## src/rtl/scaler_h_ctrl.sv

```systemverilog
// Sequencing/configuration front end for scaler_h: forwards only whole frames,
// applies scale-step changes in vertical blank and measures line widths.
module scaler_h_ctrl #(
    parameter int DATA_WIDTH = 8,
    parameter int STEP_WIDTH = 16,
    parameter int STEP_INIT  = 4096,
    parameter int CNT_WIDTH  = 16
) (
    input  logic                  clk,
    input  logic                  rst,
    input  logic [STEP_WIDTH-1:0] cfg_scale_step,
    input  logic                  cfg_wr,
    output logic                  cfg_pending_o,
    input  logic                  err_clr,
    input  logic [DATA_WIDTH-1:0] di_i,
    input  logic                  de_i,
    input  logic                  hs_i,
    input  logic                  vs_i,
    output logic [DATA_WIDTH-1:0] do_o,
    output logic                  de_o,
    output logic                  hs_o,
    output logic                  vs_o,
    output logic [STEP_WIDTH-1:0] scale_step_o,
    input  logic                  sc_de_i,
    input  logic                  sc_hs_i,
    output logic [CNT_WIDTH-1:0]  stat_in_width_o,
    output logic [CNT_WIDTH-1:0]  stat_out_width_o,
    output logic [CNT_WIDTH-1:0]  stat_frame_cnt_o,
    output logic                  frame_done_o,
    output logic                  err_width_o,
    output logic [1:0]            dbg_state_o
);

    // Stream handshake: there is no back-pressure; a pixel is transferred in
    // every cycle where de is high, and de_o follows de_i by exactly one cycle.

    typedef enum logic [1:0] {
        ST_SYNC   = 2'd0,
        ST_VBLANK = 2'd1,
        ST_ACTIVE = 2'd2
    } state_e;

    state_e state_q, state_d;

    always_ff @(posedge clk or posedge rst) begin
        if (rst) state_q <= ST_SYNC;
        else     state_q <= state_d;
    end

    always_comb begin
        state_d = state_q;
        case (state_q)
            ST_SYNC:   if (vs_i)  state_d = ST_VBLANK;
            ST_VBLANK: if (!vs_i) state_d = ST_ACTIVE;
            ST_ACTIVE: if (vs_i)  state_d = ST_VBLANK;
            default:   state_d = ST_SYNC;
        endcase
    end

    assign dbg_state_o = state_q;

    // Gating follows the next state, so the first vs_i = 0 cycle is forwarded.
    logic fwd_act, fwd_sync, frame_end, apply, in_act, hs_rise, sc_rise;
    assign fwd_act   = (state_d == ST_ACTIVE);
    assign fwd_sync  = (state_d == ST_SYNC);
    assign frame_end = (state_q == ST_ACTIVE) && vs_i;
    assign apply     = (state_q == ST_VBLANK) && cfg_pending_o;

    logic [DATA_WIDTH-1:0] do_q;
    logic                  de_q, hs_q, vs_q;
    logic [STEP_WIDTH-1:0] step_q, step_d, pend_val_q, pend_val_d;
    logic                  pend_q, pend_d;
    logic [CNT_WIDTH-1:0]  in_cnt_q, in_cnt_d, in_ref_q, in_ref_d, in_width_q, in_width_d;
    logic                  first_q, first_d, hs_prev_q, err_q, err_d, mismatch;
    logic [CNT_WIDTH-1:0]  out_cnt_q, out_cnt_d, out_width_q, out_width_d;
    logic                  sc_hs_prev_q;
    logic [CNT_WIDTH-1:0]  frame_cnt_q;
    logic                  frame_done_q;

    // The last input line of a frame may end in the cycle vs_i rises, so the
    // width check spans both the current and the next state being ACTIVE.
    assign in_act  = (state_q == ST_ACTIVE) || fwd_act;
    assign hs_rise = hs_i && !hs_prev_q;
    assign sc_rise = sc_hs_i && !sc_hs_prev_q;

    always_comb begin
        step_d     = apply ? pend_val_q : step_q;
        pend_d     = cfg_wr ? 1'b1 : (apply ? 1'b0 : pend_q);
        pend_val_d = cfg_wr ? cfg_scale_step : pend_val_q;
    end

    always_comb begin
        in_cnt_d   = in_cnt_q;
        in_ref_d   = in_ref_q;
        in_width_d = in_width_q;
        first_d    = first_q;
        mismatch   = 1'b0;
        if (!in_act) begin
            in_cnt_d = '0;
            first_d  = 1'b1;
        end else if (hs_rise) begin
            in_cnt_d = '0;
            if (in_cnt_q != '0) begin
                in_width_d = in_cnt_q;
                first_d    = 1'b0;
                if (first_q)                   in_ref_d = in_cnt_q;
                else if (in_cnt_q != in_ref_q) mismatch = 1'b1;
            end
        end else if (de_i && (in_cnt_q != '1)) begin
            in_cnt_d = in_cnt_q + 1'b1;
        end
        err_d = mismatch ? 1'b1 : (err_clr ? 1'b0 : err_q);
    end

    always_comb begin
        out_cnt_d   = out_cnt_q;
        out_width_d = out_width_q;
        if (sc_rise) begin
            out_cnt_d = '0;
            if (out_cnt_q != '0) out_width_d = out_cnt_q;
        end else if (sc_hs_i) begin
            out_cnt_d = '0;
        end else if (sc_de_i && (out_cnt_q != '1)) begin
            out_cnt_d = out_cnt_q + 1'b1;
        end
    end

    always_ff @(posedge clk or posedge rst) begin
        if (rst) begin
            do_q         <= '0;
            de_q         <= 1'b0;
            hs_q         <= 1'b1;
            vs_q         <= 1'b1;
            step_q       <= STEP_WIDTH'(STEP_INIT);
            pend_q       <= 1'b0;
            pend_val_q   <= '0;
            in_cnt_q     <= '0;
            in_ref_q     <= '0;
            in_width_q   <= '0;
            first_q      <= 1'b1;
            hs_prev_q    <= 1'b1;
            err_q        <= 1'b0;
            out_cnt_q    <= '0;
            out_width_q  <= '0;
            sc_hs_prev_q <= 1'b1;
            frame_cnt_q  <= '0;
            frame_done_q <= 1'b0;
        end else begin
            do_q         <= fwd_act ? di_i : '0;
            de_q         <= fwd_act && de_i;
            hs_q         <= fwd_sync ? 1'b1 : hs_i;
            vs_q         <= fwd_sync ? 1'b1 : vs_i;
            step_q       <= step_d;
            pend_q       <= pend_d;
            pend_val_q   <= pend_val_d;
            in_cnt_q     <= in_cnt_d;
            in_ref_q     <= in_ref_d;
            in_width_q   <= in_width_d;
            first_q      <= first_d;
            hs_prev_q    <= hs_i;
            err_q        <= err_d;
            out_cnt_q    <= out_cnt_d;
            out_width_q  <= out_width_d;
            sc_hs_prev_q <= sc_hs_i;
            frame_cnt_q  <= frame_end ? frame_cnt_q + 1'b1 : frame_cnt_q;
            frame_done_q <= frame_end;
        end
    end

    assign do_o             = do_q;
    assign de_o             = de_q;
    assign hs_o             = hs_q;
    assign vs_o             = vs_q;
    assign scale_step_o     = step_q;
    assign cfg_pending_o    = pend_q;
    assign stat_in_width_o  = in_width_q;
    assign stat_out_width_o = out_width_q;
    assign stat_frame_cnt_o = frame_cnt_q;
    assign frame_done_o     = frame_done_q;
    assign err_width_o      = err_q;

endmodule

```

## config.mk

```make
export PLATFORM = sky130hd
export DESIGN_NAME = scaler_h_ctrl
export DESIGN_NICKNAME = d
export VERILOG_FILES = /design/src/rtl/scaler_h_ctrl.sv
export SDC_FILE = /design/constraint.sdc
export NUM_CORES = 1
export LEC_CHECK = 0
export CAP_MARGIN = 5
export CELL_PAD_IN_SITES_DETAIL_PLACEMENT = 1
export CELL_PAD_IN_SITES_GLOBAL_PLACEMENT = 2
export CORE_UTILIZATION = 36
export CTS_CLUSTER_DIAMETER = 150
export DETAILED_ROUTE_END_ITERATION = 8
export GPL_TIMING_DRIVEN = 0
export PLACE_DENSITY = 0.76
export SLEW_MARGIN = 20
export SYNTH_ARGS = -nofsm -noshare
export SYNTH_HDL_FRONTEND = slang
export SYNTH_SLANG_ARGS = --single-unit
```

## constraint.sdc

```tcl
create_clock -name clk -period 6.4 [get_ports clk]
set_clock_uncertainty 0.05 [all_clocks]
set_input_delay 1.28 -clock clk [delete_from_list [all_inputs] [get_ports clk]]
set_output_delay 1.28 -clock clk [all_outputs]
set_load 0.02 [all_outputs]
```

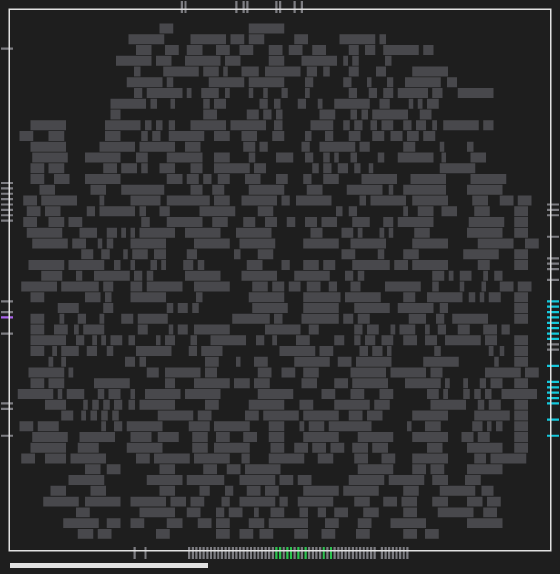
(ports around the boundary)
Bar = 50 µm. Pins as bars across the die edge, other pins in grey.
| colour | port | pins | direction | edge |
|---|---|---|---|---|
| green | do_o | 8 | output | south |
| purple | sc_de_i | 1 | input | west |
| cyan | stat_frame_cnt_o | 16 | output | east |
all pins by edge: 62 south, 26 east, 16 west, 9 north
die height: 137 µm
port bufs: 111
Die X: 137 µm

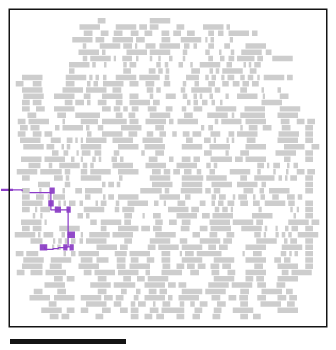
(wires at chosen ports, followed through buffers)
Bar = 50 µm.
| colour | port | bits | direction | edge | end cells | buffers | wire |
|---|---|---|---|---|---|---|---|
| purple | sc_de_i | 1 | input | west | 8 | 1 | 61.3 µm |
Ports: 113

==> impl_metrics.env <==
# physical design summary
export IMPL_ys_ff=147
export IMPL_drtIter0Drc=141
export IMPL_antennaDiodeCount=0
export IMPL_crit_type="in2reg"
export IMPL_via_count=4592
export IMPL_wl_per_cell_um=18.4
export IMPL_status="finished clean"
export IMPL_hold_start="stat_frame_cnt_o[15]$_DFFE_PP0P_"
export IMPL_grt_max_degree=86
export IMPL_drc=0
export IMPL_ant_nets=0
export IMPL_maxCapViolations=0
export IMPL_cp_slowest_cell="a311oi_2"
export IMPL_period_used_pct=50.9
export IMPL_rows=48
export IMPL_gp_congestion=0.760
export IMPL_firstDrtPassIters=4
export IMPL_min_path_cells=1
export IMPL_synth_seq_share_pct=56.5
export IMPL_ir_drop_mv=0.196
export IMPL_cts_hold_buffers=0
export IMPL_r2r_start="in_cnt_q[0]$_DFFE_PP0P_"
export IMPL_finalWirelength_um=16200
export IMPL_numCtsBuffers=17
area by class of cell:
class                           instances  area, µm²
Buffer                                 31        153
Clock buffer                           18        429
Clock inverter                         14        203
Fill cell                            1841       8900
Inverter                               16       67.6
Multi-Input combinational cell        322       2620
Sequential cell                       147       3690
Tap cell                              225        282
Timing Repair Buffer                  112       1140
state kept, by name, indices dropped and copies added (netlist names), 2 cells and up:
register	cells
dbg_state_o	2
do_o	8
in_cnt_q	16
in_ref_q	16
out_cnt_q	16
pend_val_q	16
scale_step_o	16
stat_frame_cnt_o	16
stat_in_width_o	16
stat_out_width_o	16
power groups by stage:
stage	logic, mW	clock network (mW)	registers [mW]
detailed placement	0.328	0	1.05
CTS	0.329	1.09	1.04
global route	0.345	1.13	1.05
finish	0.322	1.07	1.04
floorplan	0.105	0	1.11
global placement	0.317	0	1.05
logic make-up (layout without fill, tap and decap cells):
| logic type | count (synthesis) | after routing | synth area share (%) |
|---|---|---|---|
| flops | 147 | 147 | 56.5 |
| simple gates | 141 | 141 | 13.5 |
| compound gates | 56 | 56 | 5.80 |
| buf+inv | 47 | 191 | 3.26 |
| xor+xnor | 35 | 35 | 4.70 |
| fa+ha+maj | 5 | 5 | 0.960 |
| mux | 85 | 85 | 15.2 |
synth_stat cells (10+ instances only):
| cell type | count | area share, % |
|---|---|---|
| dfrtp_1 | 141 | 54 |
| mux2_2 | 73 | 13 |
| xnor2_1 | 25 | 3.4 |
| a21oi_1 | 22 | 1.7 |
| nand2_1 | 18 | 1.0 |
| inv_1 | 16 | 0.92 |
| nor2_1 | 16 | 0.92 |
| clkbuf_1 | 15 | 0.86 |
| nand3_1 | 14 | 1.1 |
| nand4_1 | 14 | 1.3 |
| nor3_1 | 12 | 0.92 |
| or4_1 | 12 | 1.4 |
| buf_2 | 11 | 0.84 |
| and2_1 | 10 | 0.96 |
| mux2_4 | 10 | 2.3 |
| xor2_1 | 10 | 1.3 |
critical path: cells and delay by family:
kind	cells	cell delay [ps]
buffers and inverters	4	1320
AND-OR/OR-AND	1	580
multiplexers	1	310
per-layer routing:
metal | vias up | track usage, % | routed length (µm)
met3 | 20 | 2.96 | 402
met5 | - | 0 | 0
li1 | 2122 | - | -
met2 | 71 | 32.7 | 8400
met1 | 2379 | 24.2 | 7180
met4 | 0 | 6.54 | 260
cell usage in the layout, fill, tap and decap left out, drive strengths merged, types with 9 or more instances in the layout:
master and instances:
clkbuf 33, nand2 18, nor2 16, and2 10, dfrtp 141, mux2 83, a21oi 22, o31ai 9
xnor2 25, nor3 12, buf 17, inv 20, nand3 15, xor2 10, nand4 18, or4 14
nor4 10, clkdlybuf4s50 111
metrics by stage:
| stage | std cells | power [mW] |
|---|---|---|
| after detailed placement | 853 | 1.38 |
| after global routing | 885 | 2.52 |
| after floorplan | 516 | 1.21 |
| final | 885 | 2.42 |
| after global placement | 852 | 1.37 |
| after CTS | 885 | 2.46 |
Power figures rest on the tool's default switching activity, not on a simulated workload.
